===== src/rtl/pipe_dp_pkg.sv =====
// Shared constants for the two-stage register-file datapath: default sizes and ALU op-codes.
package pipe_dp_pkg;

  localparam int DEF_WIDTH = 16;
  localparam int DEF_NREGS = 8;

  localparam logic [3:0] OP_PASS_R = 4'd0;
  localparam logic [3:0] OP_PASS_S = 4'd1;
  localparam logic [3:0] OP_ADD    = 4'd2;
  localparam logic [3:0] OP_SUB    = 4'd3;
  localparam logic [3:0] OP_AND    = 4'd4;
  localparam logic [3:0] OP_OR     = 4'd5;
  localparam logic [3:0] OP_XOR    = 4'd6;
  localparam logic [3:0] OP_NOT    = 4'd7;
  localparam logic [3:0] OP_SHL    = 4'd8;
  localparam logic [3:0] OP_SHR    = 4'd9;
  localparam logic [3:0] OP_INC    = 4'd10;
  localparam logic [3:0] OP_DEC    = 4'd11;

endpackage


===== src/rtl/pipe_datapath_alu.sv =====
// Combinational ALU between the D and X stages; result carries an extra bit for the carry flag.
module alu_p
  import pipe_dp_pkg::*;
#(
  parameter int WIDTH = DEF_WIDTH
) (
  input  logic [WIDTH-1:0] r_i,
  input  logic [WIDTH-1:0] s_i,
  input  logic [3:0]       op_i,
  output logic [WIDTH-1:0] res_o,
  output logic             n_o,
  output logic             z_o,
  output logic             c_o
);

  logic [WIDTH:0] ext;

  // Bit WIDTH of ext is the carry; logic ops leave it 0. SUB/DEC carry means "no borrow".
  always_comb begin
    ext = '0;
    case (op_i)
      OP_PASS_R: ext = {1'b0, r_i};
      OP_PASS_S: ext = {1'b0, s_i};
      OP_ADD:    ext = {1'b0, r_i} + {1'b0, s_i};
      OP_SUB:    ext = {1'b0, r_i} + {1'b0, ~s_i} + (WIDTH+1)'(1);
      OP_AND:    ext = {1'b0, r_i & s_i};
      OP_OR:     ext = {1'b0, r_i | s_i};
      OP_XOR:    ext = {1'b0, r_i ^ s_i};
      OP_NOT:    ext = {1'b0, ~r_i};
      OP_SHL:    ext = {r_i, 1'b0};
      OP_SHR:    ext = {r_i[0], 1'b0, r_i[WIDTH-1:1]};
      OP_INC:    ext = {1'b0, r_i} + (WIDTH+1)'(1);
      OP_DEC:    ext = {1'b0, r_i} + {1'b0, {WIDTH{1'b1}}};
      default:   ext = '0;
    endcase
  end

  assign res_o = ext[WIDTH-1:0];
  assign c_o   = ext[WIDTH];
  assign n_o   = ext[WIDTH-1];
  assign z_o   = (ext[WIDTH-1:0] == '0);

endmodule


===== src/rtl/pipe_datapath.sv =====
// Two-stage (D operands, X result) register-file datapath with valid/ready handshakes
// and a result bypass into operand capture.
module pipe_datapath
  import pipe_dp_pkg::*;
#(
  parameter  int WIDTH = DEF_WIDTH,
  parameter  int NREGS = DEF_NREGS,
  localparam int AW    = $clog2(NREGS)
) (
  input  logic             clock,
  input  logic             reset,
  input  logic             in_valid,
  output logic             in_ready,
  input  logic             we,
  input  logic [AW-1:0]    r_adr,
  input  logic [AW-1:0]    s_adr,
  input  logic [AW-1:0]    w_adr,
  input  logic [3:0]       alu_op,
  input  logic             s_sel,
  input  logic [WIDTH-1:0] ds,
  output logic             out_valid,
  input  logic             out_ready,
  output logic [WIDTH-1:0] alu_out,
  output logic [WIDTH-1:0] reg_out,
  output logic             n,
  output logic             z,
  output logic             c
);

  logic [WIDTH-1:0] rf_q [NREGS];

  logic             vld_p1_q;
  logic [WIDTH-1:0] opr_r_p1_q;
  logic [WIDTH-1:0] opr_s_p1_q;
  logic [3:0]       op_p1_q;
  logic             we_p1_q;
  logic [AW-1:0]    wadr_p1_q;

  logic             vld_p2_q;
  logic [WIDTH-1:0] res_p2_q;
  logic [WIDTH-1:0] opr_r_p2_q;
  logic             n_p2_q;
  logic             z_p2_q;
  logic             c_p2_q;

  logic             adv_p1;
  logic             accept;
  logic             wr_en;
  logic             fwd_r;
  logic             fwd_s;
  logic [WIDTH-1:0] opr_r_d;
  logic [WIDTH-1:0] opr_s_d;
  logic [WIDTH-1:0] alu_res;
  logic             alu_n;
  logic             alu_z;
  logic             alu_c;

  assign adv_p1   = vld_p1_q && (!vld_p2_q || out_ready);
  assign in_ready = !reset && (!vld_p1_q || adv_p1);
  assign accept   = in_valid && in_ready;
  assign wr_en    = adv_p1 && we_p1_q;

  // An instruction accepted only while D advances, so the D result is exactly what it would have written.
  assign fwd_r   = wr_en && (wadr_p1_q == r_adr);
  assign fwd_s   = wr_en && (wadr_p1_q == s_adr);
  assign opr_r_d = fwd_r ? alu_res : rf_q[r_adr];
  assign opr_s_d = s_sel ? ds : (fwd_s ? alu_res : rf_q[s_adr]);

  always_ff @(posedge clock or posedge reset) begin
    if (reset) begin
      for (int i = 0; i < NREGS; i++) rf_q[i] <= '0;
    end else if (wr_en) begin
      rf_q[wadr_p1_q] <= alu_res;
    end
  end

  // ---- D stage: operands captured ----
  always_ff @(posedge clock or posedge reset) begin
    if (reset) begin
      vld_p1_q <= 1'b0;
    end else if (accept) begin
      vld_p1_q <= 1'b1;
    end else if (adv_p1) begin
      vld_p1_q <= 1'b0;
    end
  end

  always_ff @(posedge clock) begin
    if (accept) begin
      opr_r_p1_q <= opr_r_d;
      opr_s_p1_q <= opr_s_d;
      op_p1_q    <= alu_op;
      we_p1_q    <= we;
      wadr_p1_q  <= w_adr;
    end
  end

  alu_p #(.WIDTH(WIDTH)) u_alu (
    .r_i   (opr_r_p1_q),
    .s_i   (opr_s_p1_q),
    .op_i  (op_p1_q),
    .res_o (alu_res),
    .n_o   (alu_n),
    .z_o   (alu_z),
    .c_o   (alu_c)
  );

  // ---- X stage: result registered, held while the consumer stalls ----
  always_ff @(posedge clock or posedge reset) begin
    if (reset) begin
      vld_p2_q   <= 1'b0;
      res_p2_q   <= '0;
      opr_r_p2_q <= '0;
      n_p2_q     <= 1'b0;
      z_p2_q     <= 1'b0;
      c_p2_q     <= 1'b0;
    end else if (adv_p1) begin
      vld_p2_q   <= 1'b1;
      res_p2_q   <= alu_res;
      opr_r_p2_q <= opr_r_p1_q;
      n_p2_q     <= alu_n;
      z_p2_q     <= alu_z;
      c_p2_q     <= alu_c;
    end else if (out_ready) begin
      vld_p2_q   <= 1'b0;
    end
  end

  assign out_valid = vld_p2_q;
  assign alu_out   = res_p2_q;
  assign reg_out   = opr_r_p2_q;
  assign n         = n_p2_q;
  assign z         = z_p2_q;
  assign c         = c_p2_q;

endmodule


===== config.mk =====
export PLATFORM = sky130hd
export DESIGN_NAME = pipe_datapath
export DESIGN_NICKNAME = d
export VERILOG_FILES = /design/src/rtl/pipe_dp_pkg.sv /design/src/rtl/pipe_datapath_alu.sv /design/src/rtl/pipe_datapath.sv
export SDC_FILE = /design/constraint.sdc
export NUM_CORES = 1
export LEC_CHECK = 0
export CORE_ASPECT_RATIO = 1.4
export CORE_MARGIN = 2
export CORE_UTILIZATION = 60
export DETAILED_ROUTE_END_ITERATION = 8
export GPL_TIMING_DRIVEN = 1
export PLACE_DENSITY = 0.8
export SLEW_MARGIN = 20
export SYNTH_ARGS = -nofsm -noshare
export SYNTH_HDL_FRONTEND = slang
export SYNTH_HIERARCHICAL = 1
export SYNTH_SLANG_ARGS = --single-unit

===== constraint.sdc =====
create_clock -name clock -period 7.5 [get_ports clock]
set_clock_uncertainty 0.05 [all_clocks]
set_input_delay 0.75 -clock clock [delete_from_list [all_inputs] [get_ports clock]]
set_output_delay 0.75 -clock clock [all_outputs]
set_load 0.005 [all_outputs]

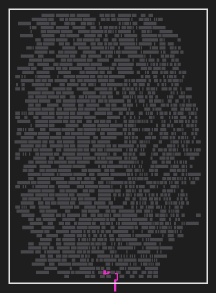
run_1/io_fan.png
(1.5 px per um)
Key: magenta = in_ready [direction output, end cells 1, buffers 1, wire 14.4 um]
count of boundary I/O pins: 72
input/output buffers: 71

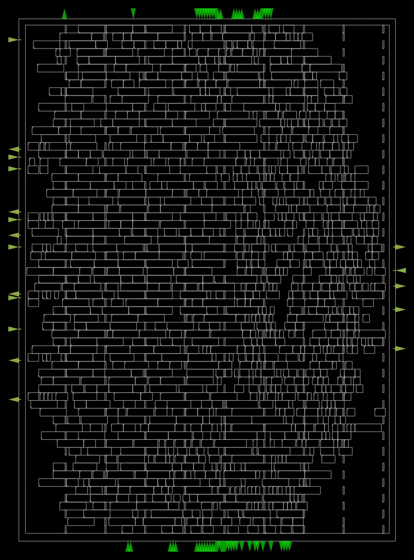
run_1/placement.png
post-route insts no fill: 1547
Final Util: 67.3%
Well Taps: 301
sequential cell count: 205

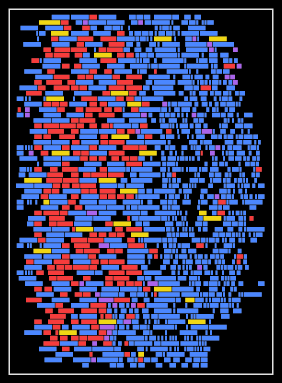
run_1/sizes.png
(2 px per um)
Key: purple = _3 and _4 cells [cells 36, share 2.9%, most used buf_4]; yellow = _6 and larger [cells 27, share 2.2%, most used clkbuf_16]; blue = _0 and _1 cells [cells 940, share 75%, most used dfrtp_1]; red = _2 cells [cells 243, share 20%, most used mux2_2]

==> Slide: Implementation Results, run 1 <==
Physical Implementation Snapshot

Finish
  • Sequential cell area: 5330 um^2
  • Ratio of cells with drive above 1 in the final layout: between 20% and 30%
  • Net total in the final layout: 1336
  • Area added between synthesis and finish: 11.2%
  • Combinational cell area excluding buffers and inverters: 7530 um^2

Detailed routing
  • Drt drc: 0
  • Routed length on met2: about 18 mm
  • Number of violations reported at the end of detailed-routing iteration 0: between 900 and 1000
  • Detail-routed via count per cell: 6.68
  • Number of nets with antenna violations after routing: 0
  • Top layer in use: met4
  • Length of the first detailed-routing pass in iterations: 6
  • DR WL/cell: around 24 um
  • Met3 wirelength from detailed routing: about 2.3 mm

Clock network
  • Clock transition at path regs: 60 ps
  • CTS hold repair buffers: 0
  • # resized after CTS: 0
  • CTS H-tree depth: 1
  • Cts bufs inserted: 21
  • TritonCTS clock tree: built
  • Latest clock arrival within the worst-skew pair: 500 ps

Synth
  • Cell type with the highest aggregate area in the netlist: sky130_fd_sc_hd__dfrtp_1
  • Top cell type by instance count after synthesis: sky130_fd_sc_hd__dfrtp_1
  • Cells taking the most area after synthesis: sky130_fd_sc_hd__dfrtp_1 (31%), sky130_fd_sc_hd__mux2_2 (13%), sky130_fd_sc_hd__mux4_2 (11%)
  • YS warnings: 6
  • Post-synth cell types: around 80
  • Per-instance average area after synthesis: 11.4 um^2
  • Net Count, Synth: 1294
  • Cell count in the Yosys report: 1191
  • Register area share after synthesis: 39.4%
  • Synth top area share: 30.5%
  • Most used DFF post-synth: sky130_fd_sc_hd__dfrtp_1
  • EDFF count, synth: about 40
  • Top cell types by occurrence after synthesis: sky130_fd_sc_hd__dfrtp_1 (165), sky130_fd_sc_hd__nand2_1 (157), sky130_fd_sc_hd__mux2_2 (153)
  • Share of flip-flops with an asynchronous set or reset: between 80% and 90%
  • Syn Std Cell Area: 13500 um^2

Critical path
  • Capturing element type of the critical path: register
  • CP Data Arrival Time: 6170 ps
  • Worst stage delay on the critical path: around 940 ps
  • Critical-path cell with the highest stage delay: sky130_fd_sc_hd__edfxtp_1
  • CP bufs+invs: 0
  • Crit path to: z
  • Count of cell instances traversed by the critical path: 15
  • Crit start category: register
  • Reg-to-reg critical path startpoint: op_p1_q[3]
  • Critical path launch point: op_p1_q[3]
  • Data required time at the worst endpoint: between 7000 and 8000 ps
  • Dominant cell type by count on the critical path: sky130_fd_sc_hd__nand2_1
  • Logic depth of the worst register-to-register path: 15

Global route
  • Initial antenna violation count: 0
  • Met1 track demand over resource in global routing: 39.2%
  • Met2 Usage GRT: ~52%
  • Number of global-route vias before repair: 10400
  • Peak-usage layer in the global routing report: met2
  • First-pass GRT wire length: roughly 56 mm
  • Maximum number of pins on one net before global-route repair: 90
  • GRT Total Usage: 30.9%
  • GRT met3 Usage: 3.77%

Min path
  • Min-Delay Startpoint: alu_out[4]
  • Hold WC Path Type: register to register
  • Worst hold path stage count: 2
  • Hold path endpoint: alu_out[4]

Die
  • Area of the core: 22400 um^2
  • Standard-cell row count: 65
  • Overall die height: 182 um
  • Horizontal die dimension: 131 um
  • FP Util: 60.5%
  • Area of the chip: about 24000 um^2

Placed design
  • Total half-perimeter wirelength after legalization and detailed placement: 24.5 mm

Final timing
  • Fin crit period: 5800 ps
  • Portion of the clock cycle consumed by the worst path in the final layout: 77.3%
  • Final max-slew violation count: 0
  • Min Hold Slack: roughly 430 ps
  • Maximum frequency from static timing analysis: 173 MHz
  • Unrepaired setup endpoints after global routing: false
  • Hold Fails Final Rpt: 0
  • Slew Limit Headroom: between 20 and 25%
  • Worst Max-Slew Pin Slew: approximately 1200 ps
  • Final Setup Violations: 0
  • Sum Neg Setup Slack: 0 ps

Job
  • OpenROAD warning count: 60
  • Reported max-cap violation count: 0

Power and ir drop
  • LEAKAGE: 6.78 nW
  • Maximum VDD drop: between 200 and 250 uV

Outcome
  • Outcome: finished, final reports clean
[run 1: power breakdown]
group          switching (mW)  internal [mW]  total (mW)
clock network           0.441          0.563        1.00
registers               0.173           1.35        1.52
logic                   0.413          0.487       0.900
total                    1.03           2.40        3.42
[run 1: through the flow]
stage	power (mW)	util, %	cell area [um^2]	instances	worst slack (ps)
6_report	3.42	67.3	15100	1547	1700
5_1_grt	3.57	67.3	15100	1547	1380
4_1_cts	3.42	67.2	15000	1546	1810
3_5_place_dp	2.41	64.3	14400	1510	1830
3_3_place_gp	2.37	64.3	14400	1510	1960
2_1_floorplan	2.10	-	13500	1191	2240
[run 1: cell usage in the layout, fill, tap and decap left out, types with 8 or more instances in the layout]
master | netlist | routed
sky130_fd_sc_hd__buf_4 | 6 | 27
sky130_fd_sc_hd__mux4_2 | 64 | 64
sky130_fd_sc_hd__edfxtp_1 | 40 | 40
sky130_fd_sc_hd__a21oi_1 | 33 | 33
sky130_fd_sc_hd__o21ai_0 | 29 | 29
sky130_fd_sc_hd__mux2_2 | 153 | 153
sky130_fd_sc_hd__nor2_1 | 34 | 34
sky130_fd_sc_hd__a31oi_1 | 9 | 9
sky130_fd_sc_hd__and3_1 | 8 | 8
sky130_fd_sc_hd__a211oi_1 | 9 | 9
sky130_fd_sc_hd__nor2b_1 | 10 | 10
sky130_fd_sc_hd__mux2i_1 | 26 | 26
sky130_fd_sc_hd__and2_1 | 11 | 10
sky130_fd_sc_hd__xnor2_1 | 10 | 10
sky130_fd_sc_hd__a221o_1 | 10 | 10
sky130_fd_sc_hd__nand2_1 | 157 | 157
sky130_fd_sc_hd__ha_1 | 66 | 66
sky130_fd_sc_hd__a22oi_1 | 9 | 9
sky130_fd_sc_hd__inv_1 | 62 | 61
sky130_fd_sc_hd__a21o_1 | 9 | 9
sky130_fd_sc_hd__xor2_1 | 12 | 12
sky130_fd_sc_hd__clkdlybuf4s50_1 | 0 | 69
sky130_fd_sc_hd__nor3_1 | 12 | 12
sky130_fd_sc_hd__dfrtp_1 | 165 | 165
sky130_fd_sc_hd__o211ai_1 | 9 | 9
sky130_fd_sc_hd__nand3_1 | 18 | 17
sky130_fd_sc_hd__clkbuf_16 | 0 | 21
sky130_fd_sc_hd__nand2b_1 | 10 | 10
[run 1: flip-flops by register name, summed over array words and instances, names as in the netlist, 3 cells and up]
register and flops:
alu_out 16, op_p1_q 4, opr_r_p1_q 16, opr_s_p1_q 16
reg_out 16, rf_q 128, wadr_p1_q 3
[run 1: area by class of cell]
type	count	share of cell area, %
Multi-Input combinational cell	843	50.1
Clock inverter	12	0.665
Tap cell	301	2.50
Clock buffer	24	3.63
Inverter	63	1.60
Timing Repair Buffer	99	6.13
Sequential cell	205	35.4
[run 1: cell families (layout without fill, tap and decap cells)]
kind of cell	count (synthesis)	count (layout)	share of synthesized area, %
buffers and inverters	143	198	5.11
AND-OR/OR-AND	195	195	10.5
multiplexers	250	250	26.0
AND/OR/NAND/NOR	308	308	11.2
flip-flops	205	205	39.4
XOR/XNOR	22	22	1.42
adder cells (fa/ha/maj)	68	68	6.40
run_1/io_placement.png
(2 px per um) Pins as bars across the die edge, other pins in grey.
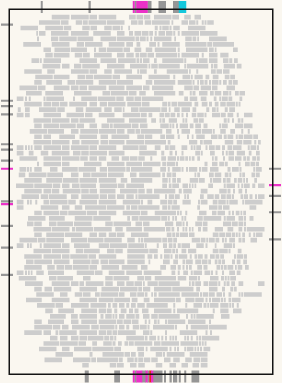

--- run 2 (diff from run 1) ---
clock period = 5.6 ns   (was 7.5 ns; I/O delays follow)
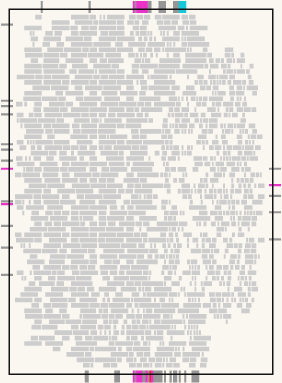
run_2/io_placement.png
(2 px per um) Pins as bars across the die edge, other pins in grey.
Key: red = in_ready [pins 1, direction output, edge bottom]; magenta = ds [pins 16, direction input, edge 7 top, 6 bottom, 2 left, 1 right]; cyan = alu_op [pins 4, direction input, edge top]

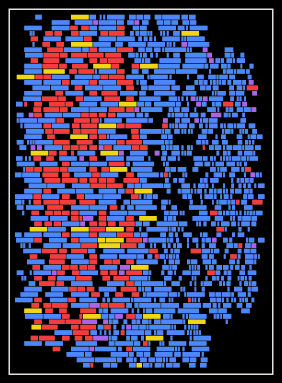
run_2/sizes.png
(2 px per um)
Key: red = _2 cells [cells 242, share 19%, most used mux2_2]; purple = _3 and _4 cells [cells 40, share 3.2%, most used buf_4]; yellow = _6 and larger [cells 29, share 2.3%, most used clkbuf_16]; blue = _0 and _1 cells [cells 937, share 75%, most used dfrtp_1]

==> Slide: Implementation Results, run 2 <==
Physical Implementation Snapshot

Power and ir drop
  • Relative contribution of sequential cells to total power: 43.1% (was 44.4%)
  • P_int: 3.35 mW (was 2.40 mW)
  • Total power per unit cell area: 311 nW/um^2 (was 227 nW/um^2)
  • Switching power: 1.37 mW (was 1.03 mW)
  • Relative contribution of the clock network to total power: 31.4% (was 29.3%)
  • LEAKAGE: 6.82 nW (was 6.78 nW)
  • Switching power as a share of total power: 29.1% (was 30.0%)
  • Proportion of power drawn by combinational gates: 25.5% (was 26.3%)

Detailed routing
  • Top layer in use: met4 (unchanged)
  • Drt drc: 0 (unchanged)
  • DR WL/cell: 23.6 um (was 23.5 um)
  • Detail-routed via count per cell: 6.60 (was 6.68)
  • Number of nets with antenna violations after routing: 0 (unchanged)
  • Met3 wirelength from detailed routing: 2.11 mm (was 2.26 mm)
  • Length of the first detailed-routing pass in iterations: 6 (unchanged)

Synth
  • Cell type with the highest aggregate area in the netlist: sky130_fd_sc_hd__dfrtp_1 (unchanged)
  • YS warnings: 6 (unchanged)
  • Post-synth cell types: 80 (unchanged)
  • Top cell type by instance count after synthesis: sky130_fd_sc_hd__dfrtp_1 (unchanged)
  • Most used DFF post-synth: sky130_fd_sc_hd__dfrtp_1 (unchanged)
  • Cell count in the Yosys report: 1191 (unchanged)
  • Net Count, Synth: 1294 (unchanged)
  • EDFF count, synth: 40 (unchanged)
  • Share of flip-flops with an asynchronous set or reset: 80.5% (unchanged)
  • Synth top area share: 30.5% (unchanged)
  • Cells taking the most area after synthesis: sky130_fd_sc_hd__dfrtp_1 (31%), sky130_fd_sc_hd__mux2_2 (13%), sky130_fd_sc_hd__mux4_2 (11%) (unchanged)
  • Top cell types by occurrence after synthesis: sky130_fd_sc_hd__dfrtp_1 (165), sky130_fd_sc_hd__nand2_1 (157), sky130_fd_sc_hd__mux2_2 (153) (unchanged)
  • Syn Std Cell Area: 13500 um^2 (unchanged)
  • Per-instance average area after synthesis: 11.4 um^2 (unchanged)

Critical path
  • Crit start category: register (unchanged)
  • Capturing element type of the critical path: register (unchanged)
  • Critical-path cell with the highest stage delay: sky130_fd_sc_hd__nor2b_1 (was sky130_fd_sc_hd__edfxtp_1)
  • Worst stage delay on the critical path: 610 ps (was 940 ps)
  • Dominant cell type by count on the critical path: sky130_fd_sc_hd__nand2_1 (unchanged)
  • CP Data Arrival Time: 5250 ps (was 6170 ps)

Clock network
  • Cts bufs inserted: 20 (was 21)
  • TritonCTS clock tree: built (unchanged)
  • # resized after CTS: 0 (unchanged)
  • CTS H-tree depth: 1 (unchanged)
  • Clock transition at path regs: 70 ps (was 60 ps)
  • Latest clock arrival within the worst-skew pair: 500 ps (about the same)
  • CTS hold repair buffers: 0 (unchanged)

Placed design
  • Setup WS pre-CTS: 844 ps (was 1830 ps)
  • Total half-perimeter wirelength after legalization and detailed placement: 25.0 mm (was 24.5 mm)

Finish
  • Most frequently placed logic cells in the final layout: sky130_fd_sc_hd__dfrtp_1 (165), sky130_fd_sc_hd__nand2_1 (157), sky130_fd_sc_hd__mux2_2 (153) (unchanged)
  • Number of flip-flops under the largest register name: 128 (unchanged)
  • Largest register by flop count: rf_q (unchanged)
  • Ratio of cells with drive above 1 in the final layout: 24.9% (was 24.6%)
  • Net total in the final layout: 1337 (was 1336)
  • Area added between synthesis and finish: 12.0% (was 11.2%)

Global route
  • Initial antenna violation count: 0 (unchanged)
  • First-pass GRT wire length: 56.7 mm (was 56.4 mm)
  • Number of global-route vias before repair: 10400 (about the same)
  • Maximum number of pins on one net before global-route repair: 87 (was 90)
  • GRT Total Usage: 31.2% (was 30.9%)

Final timing
  • Hold Fails Final Rpt: 0 (unchanged)
  • Maximum frequency from static timing analysis: 205 MHz (was 173 MHz)
  • Final max-slew violation count: 0 (unchanged)
  • Worst path setup slack after routing: 729 ps (was 1700 ps)
  • Worst Max-Slew Pin Slew: 1160 ps (was 1150 ps)
  • Slew Limit Headroom: 22.7% (was 23.0%)
  • Fin crit period: 4870 ps (was 5800 ps)

Job
  • OpenROAD warning count: 60 (unchanged)
  • Reported max-cap violation count: 0 (unchanged)

Die
  • Count of boundary I/O pins: 72 (unchanged)
  • Area of the chip: 23800 um^2 (unchanged)
  • Overall die height: 182 um (unchanged)
  • Standard-cell row count: 65 (unchanged)
  • Horizontal die dimension: 131 um (unchanged)
  • Area of the core: 22400 um^2 (unchanged)

Outcome
  • Outcome: finished, final reports clean (unchanged)

Min path
  • Hold WC Path Type: register to register (unchanged)
==> run 2: cell counts after synthesis <==
No cell type changed its count.
==> run 2: kinds of logic after synthesis <==
logic type                 count (synthesis)  synth area share (%)
AOI/OAI and AO/OA                        195                  10.5
DFF                                      205                  39.4
and+or+nand+nor                          308                  11.2
muxes                                    250                  26.0
adders and majority gates                 68                  6.40
xor gates and xnor gates                  22                  1.42
buffers and inverters                    143                  5.11
==> run 2: final timing paths <==
path                            start     endpoint  slack (ps)  cells past startpoint
max                        op_p1_q[2]            z         730                     16
min                        alu_out[5]   alu_out[5]         430                      2
max reg2reg                op_p1_q[2]            z         730                     16
min reg2reg                alu_out[5]   alu_out[5]         430                      2
max in group asynchronous       reset   reg_out[1]        3840                      3
min in group asynchronous       reset  alu_out[10]         560                      2
==> run 2: through the flow <==
step / cell area (um^2) / utilization (%) / std cells / total power, mW / hold slack [ps]
6_report: 15200 / 67.8 / 1549 / 4.72 / 427
5_1_grt: 15200 / 67.8 / 1549 / 4.92 / 450
4_1_cts: 15100 / 67.7 / 1548 / 4.71 / 431
3_5_place_dp: 14400 / 64.4 / 1512 / 3.23 / 415
3_3_place_gp: 14400 / 64.4 / 1512 / 3.17 / 412
2_1_floorplan: 13500 / - / 1191 / 2.81 / 420
==> run 2: per-layer routing <==
layer | track usage, % | vias up
met1 | 40.3 | 5165
met5 | 0 | -
met3 | 3.62 | 115
met2 | 52.3 | 425
li1 | - | 4515
met4 | 14.4 | 0
==> run 2: layout make-up <==
cell class	instances	area, um^2
Clock buffer	24	589
Sequential cell	205	5330
Timing Repair Buffer	101	930
Fill cell	1630	7210
Inverter	63	241
Tap cell	301	377
Multi-Input combinational cell	843	7550
Clock inverter	12	146
==> run 2: power groups by stage <==
| stage | logic (mW) | registers (mW) | clock network (mW) |
|---|---|---|---|
| after floorplan | 0.844 | 1.97 | 0 |
| after global placement | 1.14 | 2.03 | 0 |
| after detailed placement | 1.18 | 2.05 | 0 |
| after CTS | 1.20 | 2.02 | 1.49 |
| after global routing | 1.30 | 2.06 | 1.55 |
| final | 1.20 | 2.03 | 1.48 |
==> run 2: critical path, delay by kind of cell, from the launching register on <==
| kind | cells | cell delay [ps] |
|---|---|---|
| flip-flops | 1 | 380 |
| adder cells (fa/ha/maj) | 1 | 430 |
| AND/OR/NAND/NOR | 8 | 1530 |
| XOR/XNOR | 1 | 160 |
| buffers and inverters | 1 | 220 |
| AND-OR/OR-AND | 5 | 2040 |
run_2/io_fan.png
(1.5 px per um)
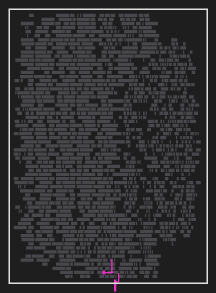

--- run 3 (diff from run 2) ---
CAP_MARGIN = 15   (was unset)
REMOVE_ABC_BUFFERS = 1   (was unset)
SKIP_LAST_GASP = 1   (was unset)
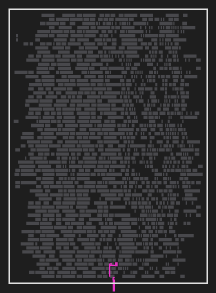
run_3/io_fan.png
(1.5 px per um)
Key: magenta = in_ready [direction output, end cells 1, buffers 1, wire 17.8 um]

==> Slide: Implementation Results, run 3 <==
Physical Implementation Snapshot

Clock network
  • # resized after CTS: 0 (unchanged)
  • CTS hold repair buffers: 0 (unchanged)
  • Clock transition at path regs: 60 ps (was 70 ps)
  • CTS H-tree depth: 1 (unchanged)
  • Maximum clock path buffer count: 3 (unchanged)
  • TritonCTS clock tree: built (unchanged)
  • Clock Sink Count: 205 (unchanged)
  • Setup repair bufs after CTS: 0 (unchanged)
  • Latest clock arrival within the worst-skew pair: 520 ps (was 500 ps)
  • Cts bufs inserted: 22 (was 20)
  • Cell chosen for the clock root: sky130_fd_sc_hd__clkbuf_16 (unchanged)

Die
  • Horizontal die dimension: 131 um (unchanged)
  • FP Util: 60.5% (unchanged)
  • Overall die height: 182 um (unchanged)
  • Area of the chip: 23800 um^2 (unchanged)
  • Count of boundary I/O pins: 72 (unchanged)

Final timing
  • Sum Neg Setup Slack: 0 ps (unchanged)
  • Final max-slew violation count: 0 (unchanged)
  • Worst Max-Slew Pin Slew: 1180 ps (was 1160 ps)
  • Portion of the clock cycle consumed by the worst path in the final layout: 81.6% (was 87.0%)
  • Unrepaired setup endpoints after global routing: false (unchanged)
  • Hold Fails Final Rpt: 0 (unchanged)
  • Fin crit period: 4570 ps (was 4870 ps)
  • Final Setup Violations: 0 (unchanged)
  • Slew Limit Headroom: 21.0% (was 22.7%)
  • Min Hold Slack: 424 ps (was 427 ps)
  • Worst path setup slack after routing: 1030 ps (was 729 ps)
  • Maximum frequency from static timing analysis: 219 MHz (was 205 MHz)

Global route
  • Global route total overflow: 0 (unchanged)
  • Maximum number of pins on one net before global-route repair: 103 (was 87)
  • Initial antenna violation count: 0 (unchanged)
  • Number of global-route vias before repair: 10800 (was 10400)
  • GRT Total Usage: 32.6% (was 31.2%)
  • First-pass GRT wire length: 59.4 mm (was 56.7 mm)

Synth
  • Most used DFF post-synth: sky130_fd_sc_hd__dfrtp_1 (unchanged)
  • YS warnings: 6 (unchanged)
  • Syn Inst Count: 1191 (unchanged)
  • Top cell types by occurrence after synthesis: sky130_fd_sc_hd__dfrtp_1 (165), sky130_fd_sc_hd__nand2_1 (157), sky130_fd_sc_hd__mux2_2 (153) (unchanged)
  • EDFF count, synth: 40 (unchanged)
  • Summed standard-cell area reported by yosys: 13500 um^2 (unchanged)
  • Post-synth cell types: 80 (unchanged)
  • Post-synthesis register bit count: 205 (unchanged)
  • Register area share after synthesis: 39.4% (unchanged)
  • Top cell type by instance count after synthesis: sky130_fd_sc_hd__dfrtp_1 (unchanged)
  • Syn Std Cell Area: 13500 um^2 (unchanged)
  • Cell count in the Yosys report: 1191 (unchanged)
  • Synth top area share: 30.5% (unchanged)
  • Cells taking the most area after synthesis: sky130_fd_sc_hd__dfrtp_1 (31%), sky130_fd_sc_hd__mux2_2 (13%), sky130_fd_sc_hd__mux4_2 (11%) (unchanged)
  • Cell type with the highest aggregate area in the netlist: sky130_fd_sc_hd__dfrtp_1 (unchanged)
  • Per-instance average area after synthesis: 11.4 um^2 (unchanged)
  • Share of flip-flops with an asynchronous set or reset: 80.5% (unchanged)

Critical path
  • Maximum fanout along the worst path: 16 (unchanged)
  • Worst stage delay on the critical path: 560 ps (was 610 ps)
  • Critical-path cell with the highest stage delay: sky130_fd_sc_hd__a2111o_1 (was sky130_fd_sc_hd__nor2b_1)
  • WS Path Type: register to register (unchanged)
  • CP Data Arrival Time: 4960 ps (was 5250 ps)
  • Cells along the critical path: nor2b_1 -> nand2_1 -> buf_4 -> nand2_1 -> ha_1 -> fa_1 -> a211oi_1 -> o21ai_0 -> a311o_1 -> a311o_1 -> xor2_1 -> a2111o_1 -> or2_2 -> nor4_2 -> nand2_1 -> nand2_1 (was nor2b_1 -> nand2_1 -> buf_4 -> nand2_1 -> nand2_1 -> fa_1 -> a211oi_1 -> o21ai_0 -> a311o_1 -> a311o_1 -> xor2_1 -> a2111o_1 -> or2_2 -> nor4_2 -> nand2_1 -> nand2_1)
  • Capturing element type of the critical path: register (unchanged)
  • Data required time at the worst endpoint: 5990 ps (was 5980 ps)
  • Crit start category: register (unchanged)
  • Dominant cell type by count on the critical path: sky130_fd_sc_hd__nand2_1 (unchanged)

Power and ir drop
  • LEAKAGE: 6.84 nW (was 6.82 nW)
  • P_int: 3.34 mW (was 3.35 mW)
  • Maximum VDD drop: 302 uV (was 340 uV)
  • Total power: 4.77 mW (was 4.72 mW)
  • Proportion of power drawn by combinational gates: 25.6% (was 25.5%)
  • Relative contribution of sequential cells to total power: 42.7% (was 43.1%)
  • Switching power: 1.42 mW (was 1.37 mW)
  • Total power per unit cell area: 314 nW/um^2 (was 311 nW/um^2)
  • Relative contribution of the clock network to total power: 31.7% (was 31.4%)
  • Switching power as a share of total power: 29.8% (was 29.1%)

Finish
  • Post-route cell area: 15200 um^2 (about the same)
  • Final Util: 67.9% (was 67.8%)
  • Ratio of cells with drive above 1 in the final layout: 25.0% (was 24.9%)
  • Most common library cell in the layout ignoring fill and taps: sky130_fd_sc_hd__dfrtp_1 (unchanged)
  • Total inserted antenna cells: 0 (unchanged)
  • Net total in the final layout: 1340 (was 1337)
  • Area added between synthesis and finish: 12.2% (was 12.0%)
  • Largest register by flop count: rf_q (unchanged)
  • Combinational cell area excluding buffers and inverters: 7550 um^2 (about the same)
  • Sequential cell area: 5330 um^2 (unchanged)
  • Number of flip-flops under the largest register name: 128 (unchanged)
  • Most frequently placed logic cells in the final layout: sky130_fd_sc_hd__dfrtp_1 (165), sky130_fd_sc_hd__nand2_1 (157), sky130_fd_sc_hd__mux2_2 (153) (unchanged)

Detailed routing
  • Detail-routed via count per cell: 6.75 (was 6.60)
  • Length of the first detailed-routing pass in iterations: 6 (unchanged)
  • Drt drc: 0 (unchanged)
  • DR WL/cell: 24.4 um (was 23.6 um)
  • Number of violations reported at the end of detailed-routing iteration 0: 1027 (was 797)
  • Total Wirelength: 38.0 mm (was 36.5 mm)
  • Number of nets with antenna violations after routing: 0 (unchanged)
  • Vias: 10500 (was 10200)

Placed design
  • Input/output buffers: 71 (unchanged)
  • Final weighted congestion of routability-driven global placement: 0.998 (was 0.959)
  • Post-detailed-placement cell area: 14400 um^2 (about the same)
  • Setup WS pre-CTS: 1050 ps (was 844 ps)
  • # placed instances: 1513 (was 1512)
  • Total half-perimeter wirelength after legalization and detailed placement: 25.9 mm (was 25.0 mm)

Outcome
  • Outcome: finished, final reports clean (unchanged)

Min path
  • Hold WC Path Type: register to register (unchanged)

Job
  • OpenROAD warning count: 61 (was 60)
  • Reported max-cap violation count: 0 (unchanged)
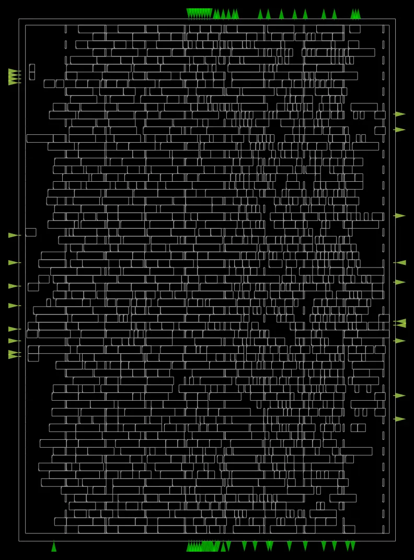
run_3/placement.png
post-route insts no fill: 1554
filler cell count: 1618
standard-cell row count: 65
area of the core: 22400 um^2

run 3: cell counts after synthesis:
No cell type changed its count.
run 3: cell families (layout without fill, tap and decap cells):
logic type,after synthesis,count (layout),share of synthesized area [%]
AND/OR/NAND/NOR,308,308,11.2
adder cells (fa/ha/maj),68,68,6.40
buffers and inverters,143,205,5.11
flip-flops,205,205,39.4
XOR/XNOR,22,22,1.42
multiplexers,250,250,26.0
AND-OR/OR-AND,195,195,10.5
run 3: final timing paths:
check	startpoint	to	depth (start not counted)	slack (ps)
min in group asynchronous	reset	alu_out[1]	2	610
min reg2reg	reg_out[9]	reg_out[9]	2	420
min	reg_out[9]	reg_out[9]	2	420
max in group asynchronous	reset	rf_q[120]	3	3790
max reg2reg	op_p1_q[3]	z	16	1030
max	op_p1_q[3]	z	16	1030
run 3: critical path: cells and delay by family (launching register included):
family                     cells  cell delay [ps]
AOI/OAI and AO/OA              5             2010
adders and majority gates      2              680
buffers and inverters          1              230
DFF                            1              390
and+or+nand+nor                7             1000
xor gates and xnor gates       1              150
run 3: power groups by stage:
stage	clock network [mW]	registers, mW	logic [mW]
2_1_floorplan	0	1.98	0.788
3_3_place_gp	0	2.02	1.15
3_5_place_dp	0	2.05	1.19
4_1_cts	1.52	2.02	1.21
5_1_grt	1.58	2.06	1.31
6_report	1.51	2.03	1.22
run 3: per-layer routing:
metal / global-route usage, % / routed length (um) / share of wire, % / vias up
met3: 4.71 / 2480 / 6.5 / 175
met1: 39.3 / 13800 / 36 / 5260
li1: - / - / - / 4528
met2: 54.9 / 19200 / 51 / 527
met4: 19.4 / 2460 / 6.5 / 0
met5: 0 / 0 / 0 / -
run 3: cell type report:
| class | count | area share, % |
|---|---|---|
| Inverter | 63 | 1.59 |
| Multi-Input combinational cell | 843 | 49.7 |
| Clock buffer | 29 | 4.14 |
| Timing Repair Buffer | 102 | 6.19 |
| Tap cell | 301 | 2.48 |
| Sequential cell | 205 | 35.1 |
| Clock inverter | 11 | 0.815 |
No activity file was given, so power comes from the tool's default toggle rates.
